run_1/metal_stack.png
Scale: 3 px per um. Two of the layers only.
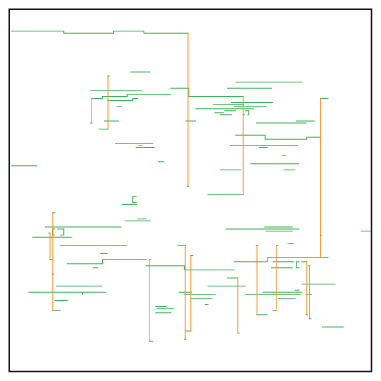
run_1/zoom.png
Window x 45 to 75, y 69 to 99 um. Cells in gray, sequential cells in the stronger gray; small squares are vias.
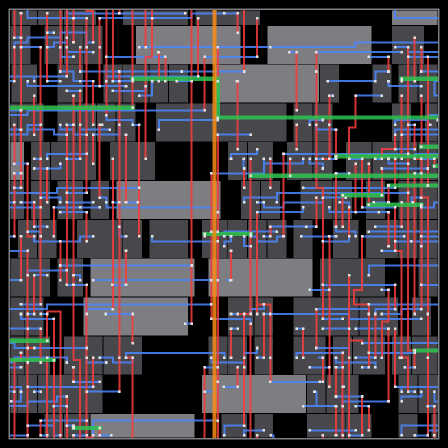
run_1/gate_families.png
Scale: 4 px per um.
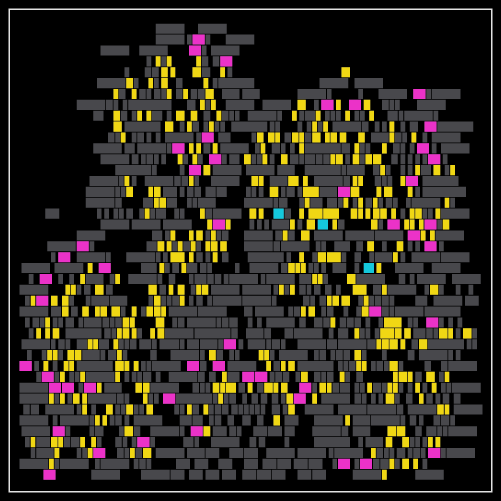
### src/rtl/pushsw_pkg.sv
// rtl/pushsw_pkg.sv - shared state encoding, default timing and direction indices
package pushsw_pkg;

    typedef enum logic [2:0] {
        ST_IDLE     = 3'd0,
        ST_PRESS_DB = 3'd1,
        ST_HELD     = 3'd2,
        ST_REPEAT   = 3'd3,
        ST_REL_DB   = 3'd4
    } pushsw_state_e;

    localparam int DEB_CYCLES_DEF    = 500000;
    localparam int REPEAT_DELAY_DEF  = 25000000;
    localparam int REPEAT_PERIOD_DEF = 5000000;
    localparam int TMR_W_DEF         = 25;

    localparam int UP_IDX = 1;
    localparam int DN_IDX = 0;

endpackage

### src/rtl/pushsw_channel.sv
// rtl/pushsw_channel.sv - synchroniser, debounce and auto-repeat FSM for one push switch
module pushsw_channel
    import pushsw_pkg::*;
#(
    parameter int DEB_CYCLES    = DEB_CYCLES_DEF,
    parameter int REPEAT_DELAY  = REPEAT_DELAY_DEF,
    parameter int REPEAT_PERIOD = REPEAT_PERIOD_DEF,
    parameter int REPEAT_EN     = 1,
    parameter int TMR_W         = TMR_W_DEF
) (
    input  logic clk_i,
    input  logic rstn_i,
    input  logic push_n_i,
    output logic evt_o
);

    // The IDLE cycle that first sees s=1 is the first of the DEB_CYCLES stable samples.
    localparam logic [TMR_W-1:0] DEB_LAST = TMR_W'((DEB_CYCLES >= 2) ? DEB_CYCLES - 2 : 0);
    localparam logic [TMR_W-1:0] RD_LAST  = TMR_W'((REPEAT_DELAY >= 1) ? REPEAT_DELAY - 1 : 0);
    localparam logic [TMR_W-1:0] RP_LAST  = TMR_W'((REPEAT_PERIOD >= 1) ? REPEAT_PERIOD - 1 : 0);
    localparam logic [TMR_W-1:0] TMR_ONE  = TMR_W'(1);

    logic             sync1_q, sync2_q, s;
    pushsw_state_e    state_q, state_d;
    logic [TMR_W-1:0] tmr_q, tmr_d, rpt_q, rpt_d;
    logic             armed_q, armed_d, from_rpt_q, from_rpt_d;
    logic             evt_q, fire;

    assign s     = ~sync2_q;
    assign evt_o = evt_q;

    always_comb begin
        state_d    = state_q;
        tmr_d      = tmr_q;
        rpt_d      = rpt_q;
        armed_d    = armed_q;
        from_rpt_d = from_rpt_q;
        fire       = 1'b0;
        case (state_q)
            ST_IDLE: begin
                // After reset the button must be seen released before it may fire.
                if (!armed_q) begin
                    if (s)                    tmr_d = '0;
                    else if (tmr_q >= DEB_LAST) armed_d = 1'b1;
                    else                      tmr_d = tmr_q + TMR_ONE;
                end else if (s) begin
                    state_d = ST_PRESS_DB;
                    tmr_d   = '0;
                end
            end
            ST_PRESS_DB: begin
                if (!s) begin
                    state_d = ST_IDLE;
                end else if (tmr_q >= DEB_LAST) begin
                    state_d = ST_HELD;
                    fire    = 1'b1;
                    tmr_d   = '0;
                    rpt_d   = '0;
                end else begin
                    tmr_d = tmr_q + TMR_ONE;
                end
            end
            ST_HELD, ST_REPEAT: begin
                if (!s) begin
                    state_d    = ST_REL_DB;
                    tmr_d      = '0;
                    from_rpt_d = (state_q == ST_REPEAT);
                end else if (REPEAT_EN != 0) begin
                    if (rpt_q >= ((state_q == ST_HELD) ? RD_LAST : RP_LAST)) begin
                        state_d = ST_REPEAT;
                        fire    = 1'b1;
                        rpt_d   = '0;
                    end else begin
                        rpt_d = rpt_q + TMR_ONE;
                    end
                end
            end
            ST_REL_DB: begin
                // rpt_q is left untouched here so a bounce resumes the repeat schedule.
                if (s)                      state_d = from_rpt_q ? ST_REPEAT : ST_HELD;
                else if (tmr_q >= DEB_LAST) state_d = ST_IDLE;
                else                        tmr_d   = tmr_q + TMR_ONE;
            end
            default: state_d = ST_IDLE;
        endcase
    end

    always_ff @(posedge clk_i) begin
        if (!rstn_i) begin
            sync1_q    <= 1'b1;
            sync2_q    <= 1'b1;
            state_q    <= ST_IDLE;
            tmr_q      <= '0;
            rpt_q      <= '0;
            armed_q    <= 1'b0;
            from_rpt_q <= 1'b0;
            evt_q      <= 1'b0;
        end else begin
            sync1_q    <= push_n_i;
            sync2_q    <= sync1_q;
            state_q    <= state_d;
            tmr_q      <= tmr_d;
            rpt_q      <= rpt_d;
            armed_q    <= armed_d;
            from_rpt_q <= from_rpt_d;
            evt_q      <= fire;
        end
    end

endmodule

### src/rtl/pushsw_count_ctrl.sv
// rtl/pushsw_count_ctrl.sv - up/down push-switch arbiter driving the shared wrapping counter
module pushsw_count_ctrl
    import pushsw_pkg::*;
#(
    parameter int WIDTH         = 10,
    parameter int MAX_COUNT     = 255,
    parameter int DEB_CYCLES    = DEB_CYCLES_DEF,
    parameter int REPEAT_DELAY  = REPEAT_DELAY_DEF,
    parameter int REPEAT_PERIOD = REPEAT_PERIOD_DEF,
    parameter int REPEAT_EN     = 1,
    parameter int TMR_W         = TMR_W_DEF
) (
    input  logic             CLK,
    input  logic             RSTn,
    input  logic [1:0]       PUSH,
    output logic [WIDTH-1:0] COUNT,
    output logic [9:0]       LEDout,
    output logic             UP_EVT,
    output logic             DN_EVT,
    output logic             WRAP
);

    localparam logic [WIDTH-1:0] MAXV = WIDTH'(MAX_COUNT);
    localparam logic [WIDTH-1:0] ONE  = WIDTH'(1);

    logic [WIDTH-1:0] count_q, count_d;
    logic             wrap_q, wrap_d;

    pushsw_channel #(
        .DEB_CYCLES(DEB_CYCLES), .REPEAT_DELAY(REPEAT_DELAY), .REPEAT_PERIOD(REPEAT_PERIOD),
        .REPEAT_EN(REPEAT_EN), .TMR_W(TMR_W)
    ) u_up (
        .clk_i(CLK), .rstn_i(RSTn), .push_n_i(PUSH[UP_IDX]), .evt_o(UP_EVT)
    );

    pushsw_channel #(
        .DEB_CYCLES(DEB_CYCLES), .REPEAT_DELAY(REPEAT_DELAY), .REPEAT_PERIOD(REPEAT_PERIOD),
        .REPEAT_EN(REPEAT_EN), .TMR_W(TMR_W)
    ) u_dn (
        .clk_i(CLK), .rstn_i(RSTn), .push_n_i(PUSH[DN_IDX]), .evt_o(DN_EVT)
    );

    // Simultaneous up and down cancel; neither request is queued.
    always_comb begin
        count_d = count_q;
        wrap_d  = 1'b0;
        if (UP_EVT && !DN_EVT) begin
            if (count_q == MAXV) begin
                count_d = '0;
                wrap_d  = 1'b1;
            end else begin
                count_d = count_q + ONE;
            end
        end else if (DN_EVT && !UP_EVT) begin
            if (count_q == '0) begin
                count_d = MAXV;
                wrap_d  = 1'b1;
            end else begin
                count_d = count_q - ONE;
            end
        end
    end

    always_ff @(posedge CLK) begin
        if (!RSTn) begin
            count_q <= '0;
            wrap_q  <= 1'b0;
        end else begin
            count_q <= count_d;
            wrap_q  <= wrap_d;
        end
    end

    assign COUNT = count_q;
    assign WRAP  = wrap_q;

    generate
        if (WIDTH >= 10) begin : g_led_trunc
            assign LEDout = count_q[9:0];
        end else begin : g_led_ext
            assign LEDout = {{(10 - WIDTH){1'b0}}, count_q};
        end
    endgenerate

endmodule

### config.mk
export PLATFORM = sky130hd
export DESIGN_NAME = pushsw_count_ctrl
export DESIGN_NICKNAME = d
export VERILOG_FILES = /design/src/rtl/pushsw_pkg.sv /design/src/rtl/pushsw_channel.sv /design/src/rtl/pushsw_count_ctrl.sv
export SDC_FILE = /design/constraint.sdc
export NUM_CORES = 1
export LEC_CHECK = 0
export ABC_AREA = 1
export CAP_MARGIN = 20
export CORE_MARGIN = 2
export CORE_UTILIZATION = 55
export DETAILED_ROUTE_END_ITERATION = 12
export HOLD_SLACK_MARGIN = 0.03
export PLACE_DENSITY = 0.83
export SLEW_MARGIN = 20
export SYNTH_ARGS = -nofsm -noshare
export SYNTH_HDL_FRONTEND = slang
export SYNTH_SLANG_ARGS = --single-unit
### constraint.sdc
create_clock -name CLK -period 3.5 [get_ports CLK]
set_input_delay 0.7 -clock CLK [delete_from_list [all_inputs] [get_ports CLK]]
set_output_delay 0.7 -clock CLK [all_outputs]
set_load 0.005 [all_outputs]
==> impl_metrics.env, run 1 <==
# source this file to load flow results
export IMPL_status="complete, no violations"
export IMPL_worstPathArrival_ps=2820
export IMPL_required_ps=3800
export IMPL_crit_path_max_fanout=24
export IMPL_postCtsResizedCells=0
export IMPL_flop_count=127
export IMPL_drv_slew=0
export IMPL_cts_tree="yes"
export IMPL_hpwlAfterDp_um=11500
export IMPL_core_rowCount=42
export IMPL_cts_setup_buffers=0
export IMPL_die_w_um=120
export IMPL_powerDensity_mw_per_mm2=440
export IMPL_buffers=31
export IMPL_n_clock_buffer=18
export IMPL_fp_nets=1145
export IMPL_holdPathStages=1
export IMPL_initial_core_util=0.562
export IMPL_coreArea_mm2=0.0132
export IMPL_yosys_top_cells_area="dfxtp_1 34%, nor2_1 10%, nand2_1 9.7%"
export IMPL_rr_endpoint="u_dn.rpt_q[15]"
export IMPL_comb_area_mm2=0.00410
export IMPL_vdd_ir_drop_max_mv=0.362
export IMPL_clkCellAreaFrac=0.0696
export IMPL_worst_slew_pin_slew_ps=676
export IMPL_fill_cells=1202
export IMPL_comb_area_share=0.492
export IMPL_die_area_mm2=0.0145
export IMPL_seq_share=0.305
export IMPL_buffer_area_frac=0.0357
export IMPL_htreeDepth=4
export IMPL_top_area_frac=0.342
export IMPL_hold_path_class="reg2reg"
export IMPL_grt_max_degree=25
export IMPL_clock_path_buffers=2
-- metal_stack.png (at the start) --
Orange stands for met4, wire length 386 um. Green stands for met3, wire length 839 um.
All-Layer GR Usage: 0.239
vias: 7102
Post-Route WL: 16400 um

-- zoom.png (at the start) --
Red stands for met2. Orange stands for met4. Green stands for met3. Blue stands for met1.
Netlist names of flops here include u_dn.tmr_q (5), u_up.rpt_q (4). Sequential cells in the window: 9. Most frequent: nor2_1 (22), nand2_1 (21), inv_1 (10). 103 logic cells have their middle in the window.

-- gate_families.png (at the start) --
Magenta stands for XOR/XNOR gates, cells 48, most used xor2_1, where widely spread. Cyan stands for AND-OR and OR-AND gates, cells 3, most used o21a_1. Yellow stands for NAND gates, cells 319, most used nand2_1.

## run 1: per-layer routing
metal  global-route usage  up-vias  wire length, um
met2                0.407      186             7870
li1                     -     3643                -
met1                0.288     3237             7290
met3               0.0533       36              838
met4                0.108        0              386
met5                    0        -                0
## run 1: critical path, cell delays in order, from the launching register on
cell	delay, ps
dfxtp_1	410
inv_2	80
nor2_4	140
nand2_2	170
ha_1	350
nand2_1	90
inv_1	70
nand4_1	120
nor2_1	120
nand3_1	80
nand2_1	70
inv_1	50
nand3_1	60
nand2_1	90
nand2_2	400
nor2_1	110
## run 1: logic make-up after synthesis
group | after synthesis | share of synthesized area
AND-OR/OR-AND | 137 | 0.103
XOR/XNOR | 48 | 0.0565
adder cells (fa/ha/maj) | 24 | 0.0404
buffers and inverters | 192 | 0.107
flip-flops | 127 | 0.342
multiplexers | 1 | 0.00135
AND/OR/NAND/NOR | 588 | 0.350
## run 1: report_power, final
group	internal, mW	switching [mW]	leakage [nW]	total [mW]
registers	1.48	0.0471	1.03	1.53
logic	0.141	0.269	1.96	0.410
clock network	1.06	0.667	0.278	1.73
total	2.69	0.983	3.27	3.67
## run 1: how the worst max path moves through the flow
stage / from / end / slack (ps) / depth (start not counted)
floorplan: u_dn.state_q[2] / u_dn.rpt_q[7] / 1420 / 16
global placement: u_dn.state_q[2] / u_dn.rpt_q[1] / 1100 / 12
detailed placement: u_dn.state_q[1] / u_dn.rpt_q[15] / 1000 / 15
CTS: u_dn.state_q[1] / u_dn.rpt_q[15] / 990 / 13
global route: u_dn.state_q[1] / u_dn.rpt_q[7] / 710 / 13
finish: u_dn.state_q[1] / u_dn.rpt_q[15] / 980 / 15
run_1/final_congestion.png
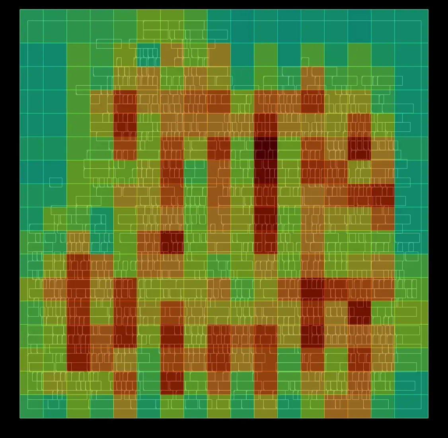

==> run 2: changes to the inputs <==
--- a/config.mk
+++ b/config.mk
@@ -11,7 +11,7 @@
 export CORE_UTILIZATION = 55
 export DETAILED_ROUTE_END_ITERATION = 12
 export HOLD_SLACK_MARGIN = 0.03
-export PLACE_DENSITY = 0.83
+export PLACE_DENSITY = 0.86
 export SLEW_MARGIN = 20
 export SYNTH_ARGS = -nofsm -noshare
 export SYNTH_HDL_FRONTEND = slang
==> constraint.sdc (replaced) <==
create_clock -name CLK -period 2.15 [get_ports CLK]
set_input_delay 0.43 -clock CLK [delete_from_list [all_inputs] [get_ports CLK]]
set_output_delay 0.43 -clock CLK [all_outputs]
set_load 0.005 [all_outputs]
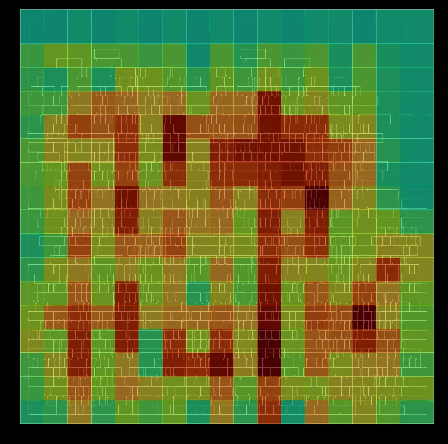
run_2/final_congestion.png
All-Layer GR Usage: 0.242
M3 GR Usage: 0.0533
routed wire length per instance: 13.4 um

==> impl_metrics.env, run 2 <==
# source this file to load flow results
export IMPL_syn_to_final_growth_pct=22.0
export IMPL_worst_path_max_delay_cell="dfxtp_2"
export IMPL_final_cell_mix="188 x nand2_1, 183 x nor2_1, 143 x inv_1, 121 x dfxtp_1, 77 x nand3_1"
export IMPL_syn_instance_count=1117
export IMPL_routed_wl_um=18400
export IMPL_tool_warnings=32
export IMPL_worst_slack_ps=-111
export IMPL_synth_area_mm2=0.00744
export IMPL_die_area_mm2=0.0145
export IMPL_period_used=1.05
export IMPL_crit_chain="inv_2 -> nand3_4 -> buf_4 -> ha_1 -> nand4_1 -> nor3_1 -> nand3_1 -> nand2_1 -> inv_2 -> nand3_2 -> nand2_4 -> buf_6 -> nand3_1 -> nor2_1"
export IMPL_cts_tree="yes"
export IMPL_placedCellCount=1323
export IMPL_cts_root_buf="clkbuf_16"
export IMPL_failed_checks="setup timing"
export IMPL_synth_top_flop_cell="dfxtp_1"
export IMPL_synthArstFlopShare=0
export IMPL_vias=7457
export IMPL_fp_nets=1145
export IMPL_io_buffers=26
export IMPL_crit_path_max_fanout=6
export IMPL_worst_slew_pin_slew_ps=438
export IMPL_most_common_cell="nor2_1"
export IMPL_stdcell_count=1368
export IMPL_top_area_frac=0.342
export IMPL_met1Wirelength_um=7930
export IMPL_drv_slew=0
export IMPL_htreeDepth=4
export IMPL_worstPathArrival_ps=2580
export IMPL_dr_wl_met2_um=9010
export IMPL_powerDensity_mw_per_mm2=708
export IMPL_hpwlAfterDp_um=11900
export IMPL_switching_share=0.258
export IMPL_cp_slowest_stage_delay_ps=320
export IMPL_hold_path_class="reg2reg"
export IMPL_yosys_top_cells_area="dfxtp_1 34%, nor2_1 10%, nand2_1 9.7%"
export IMPL_core_rowCount=42
export IMPL_power_leakage_nw=3.57
export IMPL_wl_met3_um=845
export IMPL_status="finished, violations left"
export IMPL_power_frac_seq=0.386
export IMPL_initial_core_util=0.562
export IMPL_grt_max_degree=21
export IMPL_required_ps=2470
export IMPL_top_area_cell="dfxtp_1"
export IMPL_die_w_um=120
export IMPL_crit_family="simple AND/OR/NAND/NOR gates"
export IMPL_top_layer_used="met4"
export IMPL_clockPowerShare=0.491
export IMPL_pre_cts_ws_ps=-17.0
export IMPL_vdd_ir_drop_max_mv=0.686
export IMPL_ys_flops=127
export IMPL_worst_path_buf_inv=4
export IMPL_rsz0062_at_grt="true"
export IMPL_finalSetupViolCount=6
export IMPL_end_kind="flop"
export IMPL_switching_power_mw=1.66
export IMPL_power_frac_comb=0.123
export IMPL_internal_power_mw=4.77
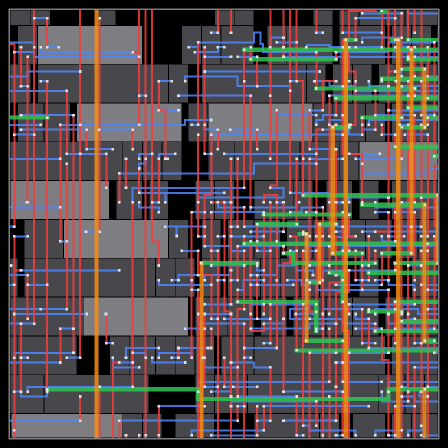
run_2/zoom.png
Window x 45 to 75, y 69 to 99 um. Cells in gray, sequential cells in the stronger gray; small squares are vias.
Blue stands for met1. Orange stands for met4. Red stands for met2. Green stands for met3.
Netlist names of flops here include u_up.rpt_q (5), u_dn.rpt_q (2). 105 logic cells have their middle in the window. Sequential cells in the window: 8. Most frequent: nand2_1 (21), nor2_1 (16).

==> run 2: cell counts after synthesis <==
Identical to the previous run, type by type.
==> run 2: path summary, 6_finish.rpt <==
path              startpoint              to  slack (ps)  depth (start not counted)
min             u_up.sync1_q    u_up.sync2_q         410                          1
min reg2reg     u_up.sync1_q    u_up.sync2_q         410                          1
max reg2reg  u_up.state_q[2]  u_up.rpt_q[10]        -110                         14
max          u_up.state_q[2]  u_up.rpt_q[10]        -110                         14
==> run 2: metal layers <==
layer  global-route usage  vias up
li1                     -     3740
met1                0.295     3430
met2                0.409      222
met3               0.0533       65
met4                0.105        0
met5                    0        -
==> run 2: timing repair <==
action,in CTS,in global routing
resized,2,74
setup endpoints to repair,4,76
endpoints found under the hold margin,0,0
setup buffers,0,11
cloned,0,2
hold buffers,0,0
pin swaps,0,25
==> run 2: cell type report <==
type | count | area [um2]
multi-input combinational | 798 | 4370
fill | 1063 | 4170
sequential | 127 | 2550
timing repair buffer | 76 | 684
inverter | 159 | 597
clock buffer | 17 | 425
tap | 176 | 220
clock inverter | 15 | 219
==> run 2: cell families after synthesis <==
logic type	Yosys count	share of synthesized area
adder cells (fa/ha/maj)	24	0.0404
AND/OR/NAND/NOR	588	0.350
AND-OR/OR-AND	137	0.103
buffers and inverters	192	0.107
XOR/XNOR	48	0.0565
flip-flops	127	0.342
multiplexers	1	0.00135
==> run 2: metrics by stage <==
stage	utilization	TNS (ps)
floorplan	-	0
global placement	0.605	0
detailed placement	0.605	-17.0
CTS	0.655	-2.43
global route	0.685	-5350
finish	0.685	-276
==> run 2: power groups by stage <==
stage                     clock, mW  sequential, mW  combinational (mW)
after CTS                      3.17            2.48               0.749
after global routing           3.28            2.49               0.902
after global placement            0            2.53               0.731
after floorplan                   0            2.51               0.535
final                          3.15            2.48               0.789
after detailed placement          0            2.53               0.738
Power and IR drop assume default switching activity.
